### M1 wires, run 1

Bar = 20 um. Supply wires on this layer in grey.
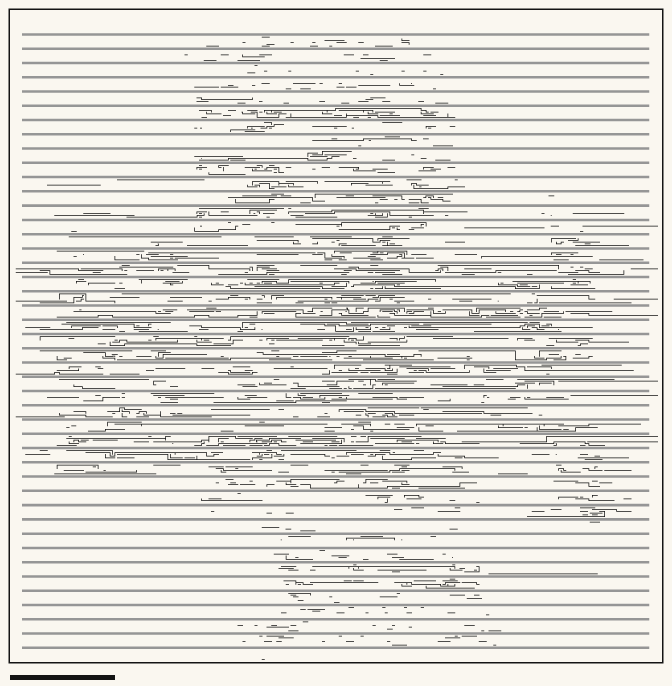
### Met2 routing, run 1

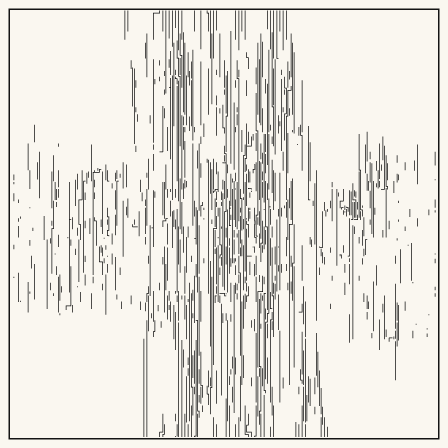
### M3 wires, run 1

Bar = 20 um.
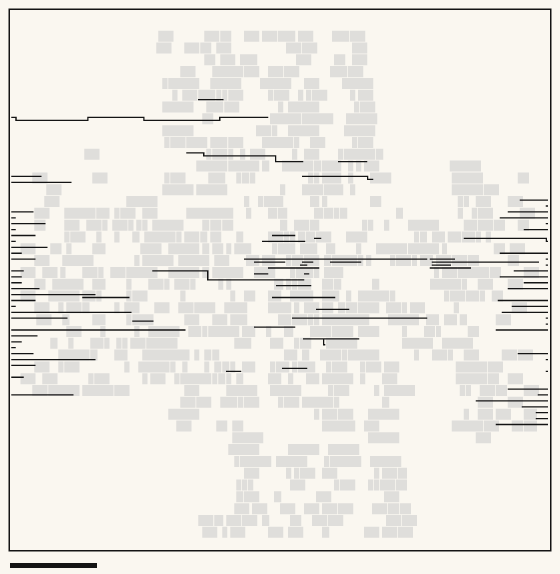
$ cat src/rtl/rv32i_pkg.sv
// Shared RV32I definitions for the MEM/WB stage: load funct3 encodings,
// write-back control bit positions, the stage register layout and
// sub-word extension helpers.
package rv32i_pkg;

    localparam logic [2:0] F3_LB  = 3'b000;
    localparam logic [2:0] F3_LH  = 3'b001;
    localparam logic [2:0] F3_LW  = 3'b010;
    localparam logic [2:0] F3_LBU = 3'b100;
    localparam logic [2:0] F3_LHU = 3'b101;

    localparam int WB_REGWRITE = 0;
    localparam int WB_MEMTOREG = 1;

    typedef struct packed {
        logic        valid;
        logic        reg_write;
        logic        mem_to_reg;
        logic [2:0]  funct3;
        logic [1:0]  addr;
        logic [31:0] alu;
        logic [31:0] rdata;
        logic [4:0]  rd;
    } mem_wb_reg_t;

    // Extend a byte to 32 bits, sign-extending when i_sgn is set.
    function automatic logic [31:0] ext_byte(input logic [7:0] i_b, input logic i_sgn);
        return {{24{i_sgn & i_b[7]}}, i_b};
    endfunction

    // Extend a halfword to 32 bits, sign-extending when i_sgn is set.
    function automatic logic [31:0] ext_half(input logic [15:0] i_h, input logic i_sgn);
        return {{16{i_sgn & i_h[15]}}, i_h};
    endfunction

endpackage

$ cat src/rtl/mem_wb_stage_if.sv
// MEM -> WB bus. The master (memory stage side) drives the instruction
// fields and pipeline control; the slave (the MEM/WB stage) drives the
// register-file write port and forwarding outputs.
// Optional macro: INSTRET_EN adds the 64-bit INSTRET output.
interface mem_wb_stage_if;
    logic        VALID_IN;
    logic        STALL;
    logic        FLUSH;
    logic [1:0]  CRT_WB_IN;
    logic [31:0] DATA_IN;
    logic [31:0] ReadData;
    logic [2:0]  FUNCT3_IN;
    logic [4:0]  INST_IN;
    logic        WB_WE;
    logic [4:0]  WB_RD;
    logic [31:0] WB_DATA;
    logic        FWD_VALID;
    logic        MISALIGN;
`ifdef INSTRET_EN
    logic [63:0] INSTRET;
`endif

    modport master (
        output VALID_IN, STALL, FLUSH, CRT_WB_IN, DATA_IN, ReadData, FUNCT3_IN, INST_IN,
        input  WB_WE, WB_RD, WB_DATA, FWD_VALID, MISALIGN
`ifdef INSTRET_EN
        , input INSTRET
`endif
    );

    modport slave (
        input  VALID_IN, STALL, FLUSH, CRT_WB_IN, DATA_IN, ReadData, FUNCT3_IN, INST_IN,
        output WB_WE, WB_RD, WB_DATA, FWD_VALID, MISALIGN
`ifdef INSTRET_EN
        , output INSTRET
`endif
    );
endinterface

$ cat src/rtl/mem_wb_stage_load_align.sv
// Combinational load alignment: selects the byte/halfword lane from the
// word-aligned read data, extends it, and flags misaligned halfword/word
// accesses. Misaligned accesses still return the lane chosen by the upper
// address bits.
module load_align
    import rv32i_pkg::*;
(
    input  logic [31:0] i_word,
    input  logic [1:0]  i_addr,
    input  logic [2:0]  i_funct3,
    output logic [31:0] o_data,
    output logic        o_misalign
);

    logic [7:0]  w_byte;
    logic [15:0] w_half;

    // Pick the byte and halfword lanes addressed by the low address bits.
    always_comb begin
        w_byte = 8'd0;
        case (i_addr)
            2'd0:    w_byte = i_word[7:0];
            2'd1:    w_byte = i_word[15:8];
            2'd2:    w_byte = i_word[23:16];
            2'd3:    w_byte = i_word[31:24];
            default: w_byte = 8'd0;
        endcase
        if (i_addr[1]) begin
            w_half = i_word[31:16];
        end else begin
            w_half = i_word[15:0];
        end
    end

    // Extend the selected lane per load type and flag misalignment.
    always_comb begin
        o_data     = i_word;
        o_misalign = 1'b0;
        case (i_funct3)
            F3_LB:   o_data = ext_byte(w_byte, 1'b1);
            F3_LBU:  o_data = ext_byte(w_byte, 1'b0);
            F3_LH: begin
                o_data     = ext_half(w_half, 1'b1);
                o_misalign = i_addr[0];
            end
            F3_LHU: begin
                o_data     = ext_half(w_half, 1'b0);
                o_misalign = i_addr[0];
            end
            F3_LW: begin
                o_data     = i_word;
                o_misalign = (i_addr != 2'd0);
            end
            default: begin
                o_data     = i_word;
                o_misalign = 1'b0;
            end
        endcase
    end

endmodule

$ cat src/rtl/mem_wb_stage.sv
// MEM/WB pipeline stage of the RV32I core. Registers the memory-stage
// results, aligns sub-word loads and drives the register-file write port
// and forwarding outputs purely from the stage register.
// Optional macro: INSTRET_EN adds a 64-bit retired-instruction counter.
module mem_wb_stage
    import rv32i_pkg::*;
(
    input  logic           clk,
    input  logic           rst,
    mem_wb_stage_if.slave  bus
);

    mem_wb_reg_t r_stage;
    mem_wb_reg_t w_stage_next;
    logic [31:0] w_load_data;
    logic        w_load_mis;

    // Stage update: a flush inserts a bubble, a stall holds, otherwise capture.
    always_comb begin
        w_stage_next = r_stage;
        if (bus.FLUSH) begin
            w_stage_next = '0;
        end else if (bus.STALL) begin
            w_stage_next = r_stage;
        end else begin
            w_stage_next.valid      = bus.VALID_IN;
            w_stage_next.reg_write  = bus.CRT_WB_IN[WB_REGWRITE];
            w_stage_next.mem_to_reg = bus.CRT_WB_IN[WB_MEMTOREG];
            w_stage_next.funct3     = bus.FUNCT3_IN;
            w_stage_next.addr       = bus.DATA_IN[1:0];
            w_stage_next.alu        = bus.DATA_IN;
            w_stage_next.rdata      = bus.ReadData;
            w_stage_next.rd         = bus.INST_IN;
        end
    end

    // Stage register with synchronous reset taking priority over everything.
    always_ff @(posedge clk) begin
        if (rst) begin
            r_stage <= '0;
        end else begin
            r_stage <= w_stage_next;
        end
    end

    load_align u_load_align (
        .i_word     (r_stage.rdata),
        .i_addr     (r_stage.addr),
        .i_funct3   (r_stage.funct3),
        .o_data     (w_load_data),
        .o_misalign (w_load_mis)
    );

    // Writes to x0 are dropped here so the register file never sees them.
    assign bus.WB_WE     = r_stage.valid & r_stage.reg_write & (r_stage.rd != 5'd0);
    assign bus.WB_RD     = r_stage.rd;
    assign bus.WB_DATA   = r_stage.mem_to_reg ? w_load_data : r_stage.alu;
    assign bus.FWD_VALID = bus.WB_WE;
    assign bus.MISALIGN  = r_stage.valid & r_stage.mem_to_reg & w_load_mis;

`ifdef INSTRET_EN
    logic [63:0] r_instret;

    // Count each instruction leaving the stage; bubbles and stalled cycles do not count.
    always_ff @(posedge clk) begin
        if (rst) begin
            r_instret <= 64'd0;
        end else if (r_stage.valid && !bus.STALL) begin
            r_instret <= r_instret + 64'd1;
        end else begin
            r_instret <= r_instret;
        end
    end

    assign bus.INSTRET = r_instret;
`endif

endmodule

$ cat src/flat_wrapper.sv
// flat-port wrapper written by rule: the top's interface ports become plain ports
module mem_wb_stage_flat import rv32i_pkg::*;
  (clk, rst, bus_VALID_IN, bus_STALL, bus_FLUSH, bus_CRT_WB_IN, bus_DATA_IN, bus_ReadData, bus_FUNCT3_IN, bus_INST_IN, bus_WB_WE, bus_WB_RD, bus_WB_DATA, bus_FWD_VALID, bus_MISALIGN);
  mem_wb_stage_if bus_i ();
  input  logic clk;
  input  logic rst;
  input wire logic [$bits(bus_i.VALID_IN)-1:0] bus_VALID_IN;
  input wire logic [$bits(bus_i.STALL)-1:0] bus_STALL;
  input wire logic [$bits(bus_i.FLUSH)-1:0] bus_FLUSH;
  input wire logic [$bits(bus_i.CRT_WB_IN)-1:0] bus_CRT_WB_IN;
  input wire logic [$bits(bus_i.DATA_IN)-1:0] bus_DATA_IN;
  input wire logic [$bits(bus_i.ReadData)-1:0] bus_ReadData;
  input wire logic [$bits(bus_i.FUNCT3_IN)-1:0] bus_FUNCT3_IN;
  input wire logic [$bits(bus_i.INST_IN)-1:0] bus_INST_IN;
  output wire logic [$bits(bus_i.WB_WE)-1:0] bus_WB_WE;
  output wire logic [$bits(bus_i.WB_RD)-1:0] bus_WB_RD;
  output wire logic [$bits(bus_i.WB_DATA)-1:0] bus_WB_DATA;
  output wire logic [$bits(bus_i.FWD_VALID)-1:0] bus_FWD_VALID;
  output wire logic [$bits(bus_i.MISALIGN)-1:0] bus_MISALIGN;
  assign bus_i.VALID_IN = bus_VALID_IN;
  assign bus_i.STALL = bus_STALL;
  assign bus_i.FLUSH = bus_FLUSH;
  assign bus_i.CRT_WB_IN = bus_CRT_WB_IN;
  assign bus_i.DATA_IN = bus_DATA_IN;
  assign bus_i.ReadData = bus_ReadData;
  assign bus_i.FUNCT3_IN = bus_FUNCT3_IN;
  assign bus_i.INST_IN = bus_INST_IN;
  assign bus_WB_WE = bus_i.WB_WE;
  assign bus_WB_RD = bus_i.WB_RD;
  assign bus_WB_DATA = bus_i.WB_DATA;
  assign bus_FWD_VALID = bus_i.FWD_VALID;
  assign bus_MISALIGN = bus_i.MISALIGN;
  mem_wb_stage u_core (.clk(clk), .rst(rst), .bus(bus_i));
endmodule
$ cat config.mk
export PLATFORM = sky130hd
export DESIGN_NAME = mem_wb_stage_flat
export DESIGN_NICKNAME = d
export VERILOG_FILES = /design/src/rtl/rv32i_pkg.sv /design/src/rtl/mem_wb_stage_if.sv /design/src/rtl/mem_wb_stage_load_align.sv /design/src/rtl/mem_wb_stage.sv /design/src/flat_wrapper.sv
export SDC_FILE = /design/constraint.sdc
export NUM_CORES = 1
export LEC_CHECK = 0
export CORE_MARGIN = 2
export CORE_UTILIZATION = 25
export CTS_BUF_LIST = sky130_fd_sc_hd__clkbuf_4 sky130_fd_sc_hd__clkbuf_8
export DETAILED_ROUTE_END_ITERATION = 7
export GPL_TIMING_DRIVEN = 0
export SKIP_LAST_GASP = 1
export SLEW_MARGIN = 30
export SYNTH_ARGS = -nofsm -noshare
export SYNTH_HDL_FRONTEND = slang
export SYNTH_SLANG_ARGS = --single-unit
$ cat constraint.sdc
create_clock -name clk -period 2.8 [get_ports clk]
set_input_delay 0.56 -clock clk [delete_from_list [all_inputs] [get_ports clk]]
set_output_delay 0.56 -clock clk [all_outputs]
set_load 0.1 [all_outputs]
==> flow_metrics.tcl, run 1 <==
# place-and-route summary
set metrics [dict create \
    nets 619 \
    ys_seq_elements 75 \
    r2r-start "u_core.r_stage[71]" \
    clk_pin_slew_ns 0.08 \
    syn_inst 412 \
    clock_latency_ns 0.35 \
    setup_viol 0 \
    power_density_mw_per_mm2 515 \
    post-route-period-util_pct 98.2 \
    slew_violations 0 \
    critPathLaunchType "register" \
    place_area_mm2 0.00513 \
    antenna_found_initial 0 \
    final_cell_area_mm2 0.00531 \
    finalSetupTns_ns 0 \
    ant_nets 0 \
    leakage_nw 2.20 \
    clock_area_share_pct 4.52 \
    ys_sh_mux_pct 23.7 \
    cts_setup_buffers 0 \
    post-place-ws_ns -0.541 \
    ctsHoldBuffers 0 \
    hold_ws_ns 0.500 \
    logic_area_mm2 0.00201 \
    grtUsageTotal_pct 14.9 \
    synth.comb.largest_family "multiplexers" \
    vias 3350 \
    top_cell "nor2_1" \
    synthAdderAreaFrac_pct 0 \
    htree_levels 3 \
    drtIter0Drc 182 \
    power.total_mw 2.73 \
    ys.flop_type "dfxtp_1" \
    aoi_share_pct 11.0 \
    xor_share_pct 0 \
    area_growth_pct 46.7 \
    postSynthAreaPerCell_um2 8.79 \
    n_antenna_cell 0 \
    top_area_share_pct 41.5 \
    ys_area_mm2 0.00362 \
    drive_gt1_share_pct 22.4 \
    area_leaders "dfxtp_1, mux2i_1, nor2_1" \
    max_freq_mhz 364 \
    initCoreUtil_pct 25.9 \
    die-width_um 124 \
    cts_tree "done" \
    ff_count 75 \
    ys_cells 412 \
    skew_ns 0 \
    common_cells "nor2_1, mux2i_1, dfxtp_1, nand2_1, a21oi_1" \
    grt_overflow 0 \
    largest_class "combinational gates" \
    fin_ws_ns 0.0511 \
    status "complete, no violations" \
    ys_seq_share_pct 41.5 \
    syn_area_mm2 0.00362 \
    ys_types 34 \
    grt_pass1_vias 3349 \
]
-- 'M1 wires' (at the start) --
main direction: horizontal
longest straight run: 74.1 um
nets with wire on the layer: 556
share of all routed wire: 43%

-- 'Met2 routing' (at the start) --
main direction: vertical
share of all routed wire: 49%
wire length on this layer: 5720 um

-- 'M3 wires' (at the start) --
longest straight run: 41.9 um
share of all routed wire: 7.0%
main direction: horizontal
nets with wire on the layer: 85

[run 1: registers in the layout (all words and copies together), names as in the netlist]
signal and flops:
u_core.bus.WB_RD 5, u_core.r_stage 70
[run 1: critical path, cell delays in order, from the launching register on]
cell and delay, ns:
dfxtp_1 0.41, clkbuf_8 0.20, inv_1 0.15, o311ai_0 0.55, a32oi_2 0.24, buf_4 0.28
[run 1: where the power goes]
part | switching (mW) | internal, mW | total, mW
logic | 0.377 | 0.231 | 0.608
registers | 0.0286 | 1.10 | 1.13
clock network | 0.407 | 0.590 | 0.997
[run 1: metal layers]
layer	share of wire [%]	track usage (%)	wire [um]	up-vias
li1	-	-	-	1671
met1	43	18.6	5080	1550
met2	49	25.5	5720	123
met3	7.0	4.68	819	6
met4	0.65	2.84	76	0
met5	0	0	0	-
--- run 2 (diff from run 1) ---
--- a/config.mk
+++ b/config.mk
@@ -5,6 +5,7 @@
 export SDC_FILE = /design/constraint.sdc
 export NUM_CORES = 1
 export LEC_CHECK = 0
+export CAP_MARGIN = 5
 export CORE_MARGIN = 2
 export CORE_UTILIZATION = 25
 export CTS_BUF_LIST = sky130_fd_sc_hd__clkbuf_4 sky130_fd_sc_hd__clkbuf_8
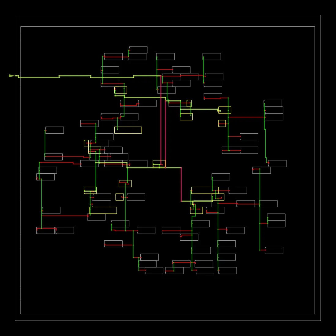
*Clock nets, run 2*
Layout Skew: 0 ns
Late-Pin Clk Latency: 0.35 ns
flip-flops: 75

==> run 2 against run 1 <==
Flip-flop count stayed put. Global-route usage unchanged. Maximum frequency is the same. Utilization did not move. Critical endpoint unchanged. Largest cell class unchanged. Largest power group unchanged.
==> flow_metrics.tcl, run 2 <==
# place-and-route summary
set metrics [dict create \
    power_frac_seq_pct 41.3 \
    top_area_share_pct 41.5 \
    ys_types 34 \
    antenna_found_initial 0 \
    nets 619 \
    final_cell_area_mm2 0.00531 \
    die-width_um 124 \
    hold_ws_ns 0.500 \
    combPwrFrac_pct 22.2 \
    syn_area_mm2 0.00362 \
    drive_gt1_share_pct 22.4 \
    swShare_pct 29.7 \
    p_clk_share_pct 36.4 \
    postSynthAreaPerCell_um2 8.79 \
    critPathLaunchType "register" \
    largest_reg_flops 70 \
    p_comb_mw 0.608 \
    max_freq_mhz 364 \
    internal_power_mw 1.92 \
    cp.depth 5 \
    common_cells "nor2_1, mux2i_1, dfxtp_1, nand2_1, a21oi_1" \
    power_density_mw_per_mm2 515 \
    crit_family "AND-OR/OR-AND gates" \
    area_growth_pct 46.7 \
    ys_area_mm2 0.00362 \
    cts_setup_buffers 0 \
    worstPathCellList "clkbuf_8 > inv_1 > o311ai_0 > a32oi_2 > buf_4" \
    ys_seq_share_pct 41.5 \
    seq-power_mw 1.13 \
    grt_overflow 0 \
    setup_viol 0 \
    vias 3350 \
    drtIter0Drc 182 \
    met3_length_um 819 \
    status "complete, no violations" \
    grtUsageTotal_pct 14.9 \
    place_area_mm2 0.00513 \
    ctsHoldBuffers 0 \
    r2r-start "u_core.r_stage[71]" \
    top_layer_used "met4" \
    finalSetupTns_ns 0 \
    met1Wirelength_um 5080 \
    ys_seq_elements 75 \
    ys_cells 412 \
    top_cell "nor2_1" \
]
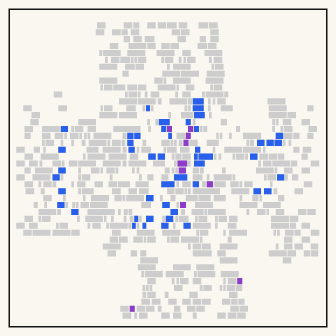
*Logic cells by family, run 2*
| family | colour | cells |
|---|---|---|
| and/or cells | purple | 10 |
| aoi and oai cells | blue | 47 |

run 2: cell counts after synthesis:
Identical to the previous run, type by type.
run 2: stage by stage:
step	total power, mW	worst slack, ns
finish	2.73	0.0511
global route	2.84	-0.00308
CTS	2.76	-0.235
detailed placement	1.77	-0.541
global placement	1.76	-0.503
floorplan	1.55	-0.353
run 2: cell type report:
type / instances / area, um^2
Buffer: 37 / 238
Clock buffer: 9 / 124
Clock inverter: 7 / 116
Fill cell: 1421 / 8680
Inverter: 3 / 11.3
Multi-Input combinational cell: 297 / 2010
Sequential cell: 75 / 1500
Tap cell: 180 / 225
Timing Repair Buffer: 117 / 1080
run 2: kinds of logic after synthesis:
family,count (synthesis),share of synthesized area [%]
AOI/OAI and AO/OA,58,11.0
muxes,85,23.7
and+or+nand+nor,154,17.3
DFF,75,41.5
buffers and inverters,40,6.60
--- run 3 (diff from run 2) ---
--- a/config.mk
+++ b/config.mk
@@ -11,6 +11,7 @@
 export CTS_BUF_LIST = sky130_fd_sc_hd__clkbuf_4 sky130_fd_sc_hd__clkbuf_8
 export DETAILED_ROUTE_END_ITERATION = 7
 export GPL_TIMING_DRIVEN = 0
+export SKIP_CTS_REPAIR_TIMING = 1
 export SKIP_LAST_GASP = 1
 export SLEW_MARGIN = 30
 export SYNTH_ARGS = -nofsm -noshare
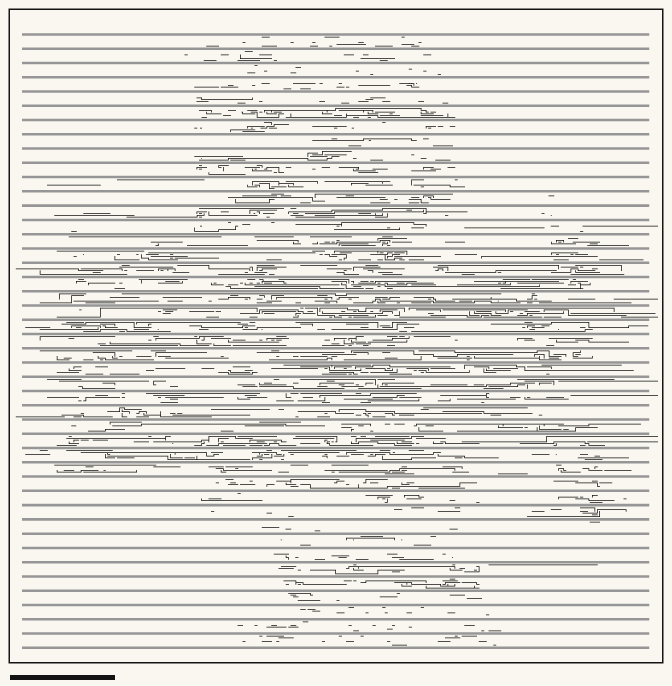
*M1 wires, run 3*
Bar = 20 um. Supply wires on this layer in grey.
main direction: horizontal
nets with wire on the layer: 562

==> run 3 against run 2 <==
The run now ends with negative setup slack left. First-iteration DRC count down 2.2%. Hold slack is essentially flat. Die area unchanged.
==> flow_metrics.tcl, run 3 <==
# place-and-route summary
set metrics [dict create \
    power-top-group "registers" \
    hold_ws_ns 0.500 \
    drive_gt1_share_pct 22.1 \
    grtUsageMet2_pct 25.5 \
    switching_power_mw 0.811 \
    ys_seq_share_pct 41.5 \
    cts_tree "done" \
    path_buffers 2 \
    syn_inst 412 \
    seq-power_mw 1.13 \
    met1_usage_pct 18.6 \
    p_clk_share_pct 36.5 \
    simple_gate_area_share_pct 17.3 \
    synth.comb.largest_family "multiplexers" \
    ys_cells 412 \
    setup_viol 1 \
    ys_types 34 \
    initCoreUtil_pct 25.9 \
    dr.pass1.iters 5 \
    aoi_share_pct 11.0 \
    ff_latch_area_mm2 0.00151 \
    ys_area_mm2 0.00362 \
    swShare_pct 29.7 \
    common_cells "nor2_1, mux2i_1, dfxtp_1, nand2_1, a21oi_1" \
    drtIter0Drc 178 \
    ys_sh_mux_pct 23.7 \
    largest_reg_flops 70 \
    wl_met2_um 5710 \
    max_freq_mhz 352 \
    top_cell "nor2_1" \
    area_growth_pct 46.5 \
    die-width_um 124 \
    top_area_share_pct 41.5 \
    area_leaders "dfxtp_1, mux2i_1, nor2_1" \
    met1Wirelength_um 5070 \
    comb_share_pct 37.7 \
    use_met3_pct 4.64 \
    grt.busiest_layer "met2" \
    ys_seq_elements 75 \
    grt_pass1_vias 3363 \
    post-route-period-util_pct 101 \
    internal_power_mw 1.92 \
    drc 0 \
    power.total_mw 2.73 \
    seq_area_share_pct 28.4 \
    cpPeakStageDelay_ns 0.48 \
    synthAdderAreaFrac_pct 0 \
    slew_violations 0 \
    power_frac_seq_pct 41.4 \
    inv_count 3 \
    fin_ws_ns -0.0395 \
    htree_levels 3 \
    grt_overflow 0 \
    vias 3362 \
    dpl.hpwl_um 9190 \
    numPortBuffers 117 \
    skew_ns 0 \
    top_layer_used "met4" \
    critical-path-slowest-cell "clkbuf_2" \
    wl_um 11700 \
    nets 621 \
    regMostFlops "u_core.r_stage" \
    ant_nets 0 \
    worstPathCellList "and2b_1 > buf_2 > a22oi_1 > o31a_2 > a21oi_1 > clkbuf_2" \
    post-place-ws_ns -0.541 \
    die_h_um 124 \
    clock_latency_ns 0.35 \
    area_share_nonclk_buffers_pct 24.9 \
    met3_length_um 833 \
    clk_pin_slew_ns 0.08 \
    largest_class "combinational gates" \
    grtUsageTotal_pct 14.9 \
    tapCellCount 180 \
    syn_area_mm2 0.00362 \
    violations "negative setup slack" \
    n_all_buffers 156 \
    combPwrFrac_pct 22.1 \
    antenna_found_initial 0 \
    comb_cells 297 \
    clock_area_share_pct 4.53 \
    p_comb_mw 0.604 \
    xor_share_pct 0 \
    n_antenna_cell 0 \
    leakage_nw 2.21 \
    ff_count 75 \
    logic_area_mm2 0.00200 \
    critPathLaunchType "register" \
    ys.flop_type "dfxtp_1" \
    status "finished, violations left" \
]
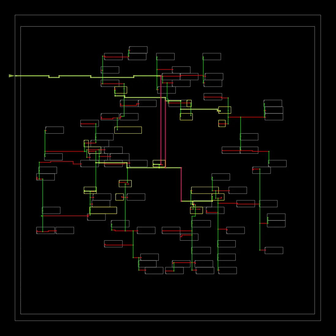
*Clock nets, run 3*
TritonCTS Buffers: 9
clock network power: 0.996 mW
clock buffer count: 9
Clock Sink Count: 75

-- run 3: final timing paths --
path                      startpoint                 end  slack (ns)  cells after the start
setup / recovery  u_core.r_stage[37]     bus_WB_DATA[12]       -0.04                      6
hold / removal    u_core.r_stage[50]  u_core.r_stage[50]        0.50                      2
hold reg to reg   u_core.r_stage[50]  u_core.r_stage[50]        0.50                      2
setup reg to reg  u_core.r_stage[74]  u_core.r_stage[74]        1.50                      4
-- run 3: metrics by stage --
stage               TNS [ns]  cell area, um^2
finish               -0.0395             5300
global route          -0.882             5300
CTS                   -24.13             5370
detailed placement    -10.51             5130
global placement      -10.09             5130
floorplan              -1.41             3730
Power is estimated from default activity; no workload was simulated.
